[config.mk]
export PLATFORM = sky130hd
export DESIGN_NAME = display_sched
export DESIGN_NICKNAME = d
export VERILOG_FILES = /design/src/rtl/display_sched.sv
export SDC_FILE = /design/constraint.sdc
export NUM_CORES = 1
export LEC_CHECK = 0
export CAP_MARGIN = 10
export CELL_PAD_IN_SITES_DETAIL_PLACEMENT = 1
export CELL_PAD_IN_SITES_GLOBAL_PLACEMENT = 1
export CORE_ASPECT_RATIO = 0.75
export CORE_MARGIN = 5
export CORE_UTILIZATION = 30
export CTS_CLUSTER_DIAMETER = 200
export DETAILED_ROUTE_END_ITERATION = 16
export GPL_TIMING_DRIVEN = 0
export PLACE_DENSITY_LB_ADDON = 0.1
export SYNTH_ARGS = -nofsm -noshare
export SYNTH_HDL_FRONTEND = slang
export SYNTH_SLANG_ARGS = --single-unit
export TNS_END_PERCENT = 50
[constraint.sdc]
create_clock -name clk -period 3.8 [get_ports clk]
set_input_delay 0.38 -clock clk [delete_from_list [all_inputs] [get_ports clk]]
set_output_delay 0.38 -clock clk [all_outputs]
set_load 0.01 [all_outputs]
[src/rtl/display_sched.sv]
// display_sched: round-robin arbiter that grants one of three requesters the 4-digit display
// for a minimum number of tick pulses, freezing the shown digits if the owner lets go early.
module display_sched #(
  parameter int HOLD_TICKS = 4,
  parameter logic [3:0] BLANK = 4'hF
) (
  input  logic        clk,
  input  logic        rst_p,
  input  logic        tick,
  input  logic [2:0]  req,
  input  logic [15:0] data0,
  input  logic [15:0] data1,
  input  logic [15:0] data2,
  output logic [3:0]  digit3,
  output logic [3:0]  digit2,
  output logic [3:0]  digit1,
  output logic [3:0]  digit0,
  output logic [2:0]  gnt,
  output logic        frozen
);
  localparam logic [1:0] IDLE = 2'd0;
  localparam logic [1:0] SHOW = 2'd1;
  localparam logic [1:0] FREEZE = 2'd2;
  localparam logic [3:0] LAST = 4'(HOLD_TICKS - 1);
  logic [1:0] state, n_state, owner, n_owner, first, nxt;
  logic [3:0] cnt, n_cnt, cnt_inc;
  logic [15:0] shown, n_shown;
  logic [2:0] others;
  logic owner_req, expire;
  // First active requester strictly after o in cyclic order, wrapping back to o itself.
  function automatic logic [1:0] rr(input logic [2:0] r, input logic [1:0] o);
    rr = o;
    for (int k = 3; k >= 1; k--)
      if (r[(int'(o) + k) % 3]) rr = 2'((int'(o) + k) % 3);
  endfunction
  function automatic logic [15:0] pick(input logic [1:0] o, input logic [15:0] d0, input logic [15:0] d1,
                                       input logic [15:0] d2);
    pick = o == 2'd0 ? d0 : o == 2'd1 ? d1 : d2;
  endfunction
  assign shown = {digit3, digit2, digit1, digit0};
  assign owner_req = req[owner];
  assign others = req & ~(3'b001 << owner);
  assign expire = tick && cnt == LAST;
  assign first = rr(req, owner);
  assign nxt = rr(others, owner);
  assign cnt_inc = (tick && cnt < LAST) ? cnt + 4'd1 : cnt;
  always_comb begin
    n_state = state;
    n_owner = owner;
    n_cnt = cnt_inc;
    n_shown = shown;
    if (state == IDLE) begin
      n_cnt = '0;
      n_shown = {4{BLANK}};
      if (|req) begin
        n_state = SHOW;
        n_owner = first;
        n_shown = pick(first, data0, data1, data2);
      end
    end else if (expire) begin
      if (|others) begin
        n_state = SHOW;
        n_owner = nxt;
        n_cnt = '0;
        n_shown = pick(nxt, data0, data1, data2);
      end else if (state == SHOW && owner_req) begin
        n_shown = pick(owner, data0, data1, data2);
      end else begin
        n_state = IDLE;
        n_cnt = '0;
        n_shown = {4{BLANK}};
      end
    end else if (owner_req) begin
      n_state = SHOW;
      n_shown = pick(owner, data0, data1, data2);
    end else begin
      n_state = FREEZE;
    end
  end
  always_ff @(posedge clk or posedge rst_p) begin
    if (rst_p) begin
      state <= IDLE;
      owner <= 2'd2;
      cnt <= '0;
      gnt <= '0;
      frozen <= 1'b0;
      {digit3, digit2, digit1, digit0} <= {4{BLANK}};
    end else begin
      state <= n_state;
      owner <= n_owner;
      cnt <= n_cnt;
      gnt <= n_state == IDLE ? 3'b000 : 3'b001 << n_owner;
      frozen <= n_state == FREEZE;
      {digit3, digit2, digit1, digit0} <= n_shown;
    end
  end
endmodule

route_heat.png
The die is cut into 25 by 19 equal tiles; black is low, pale yellow is high, scaled to the fullest tile. Values are wire area over tile area, all layers added.
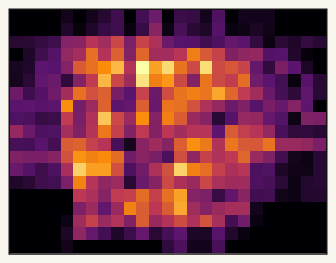
- tiles over half the peak: 22%
- fullest tile: 0.50
- densest ninth of the die: center
- emptiest ninth of the die: lower right
- nearly empty tiles: 17%
routed via count: 3412
routed length per instance: 20.1 um
Tot GR Track Use: 0.198
final wirelength: 12.2 mm

gates.png
The bar under the picture is 50 um long.
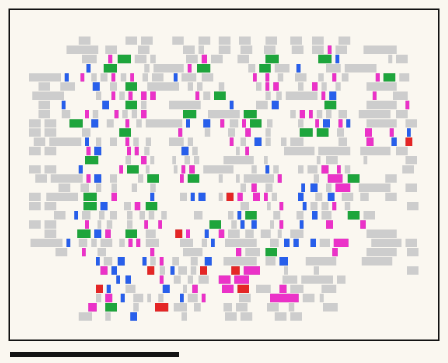
- nor cells: magenta (cells 91)
- nand cells: blue (cells 61)
- and/or cells: red (cells 9; where bottom center)
- mux cells: green (cells 33)

==> results.sh <==
# yosys + openroad results
export IMPL_max_slew_margin=0.395
export IMPL_clock_buffers=3
export IMPL_n_sequential_cell=28
export IMPL_final_nets=537
export IMPL_seq_share=0.177
export IMPL_root_buffer="clkbuf_16"
export IMPL_layout_top_cell="clkdlybuf4s50_1"
export IMPL_grt_pass1_vias=3562
export IMPL_drc=0
export IMPL_p_clk_frac=0.081
export IMPL_status="completed"
export IMPL_path_cells="inv_1, ha_1, buf_2, and2_1, o21ai_0, o2111ai_1, and2_1, clkbuf_1, nand2_1, a311oi_1"
export IMPL_fill_cells=1216
export IMPL_top_layer_used="met4"
export IMPL_cp_top_family="buffers and inverters"
export IMPL_synth_chip_area_um2=3060
export IMPL_final_cell_count_no_fill=608
export IMPL_yosysWarnings=0
export IMPL_combGateArea_um2=2150
export IMPL_endpoint_kind="flop"
export IMPL_placed_area_um2=3950
export IMPL_clkCellAreaFrac=0.0258
export IMPL_adder_share=0.0245
export IMPL_use_met3=0.0297
export IMPL_yosysTopAreaCellShare=0.146
export IMPL_syn_area_um2=3060
export IMPL_drt_initial_drc_count=202
export IMPL_cp_depth=10
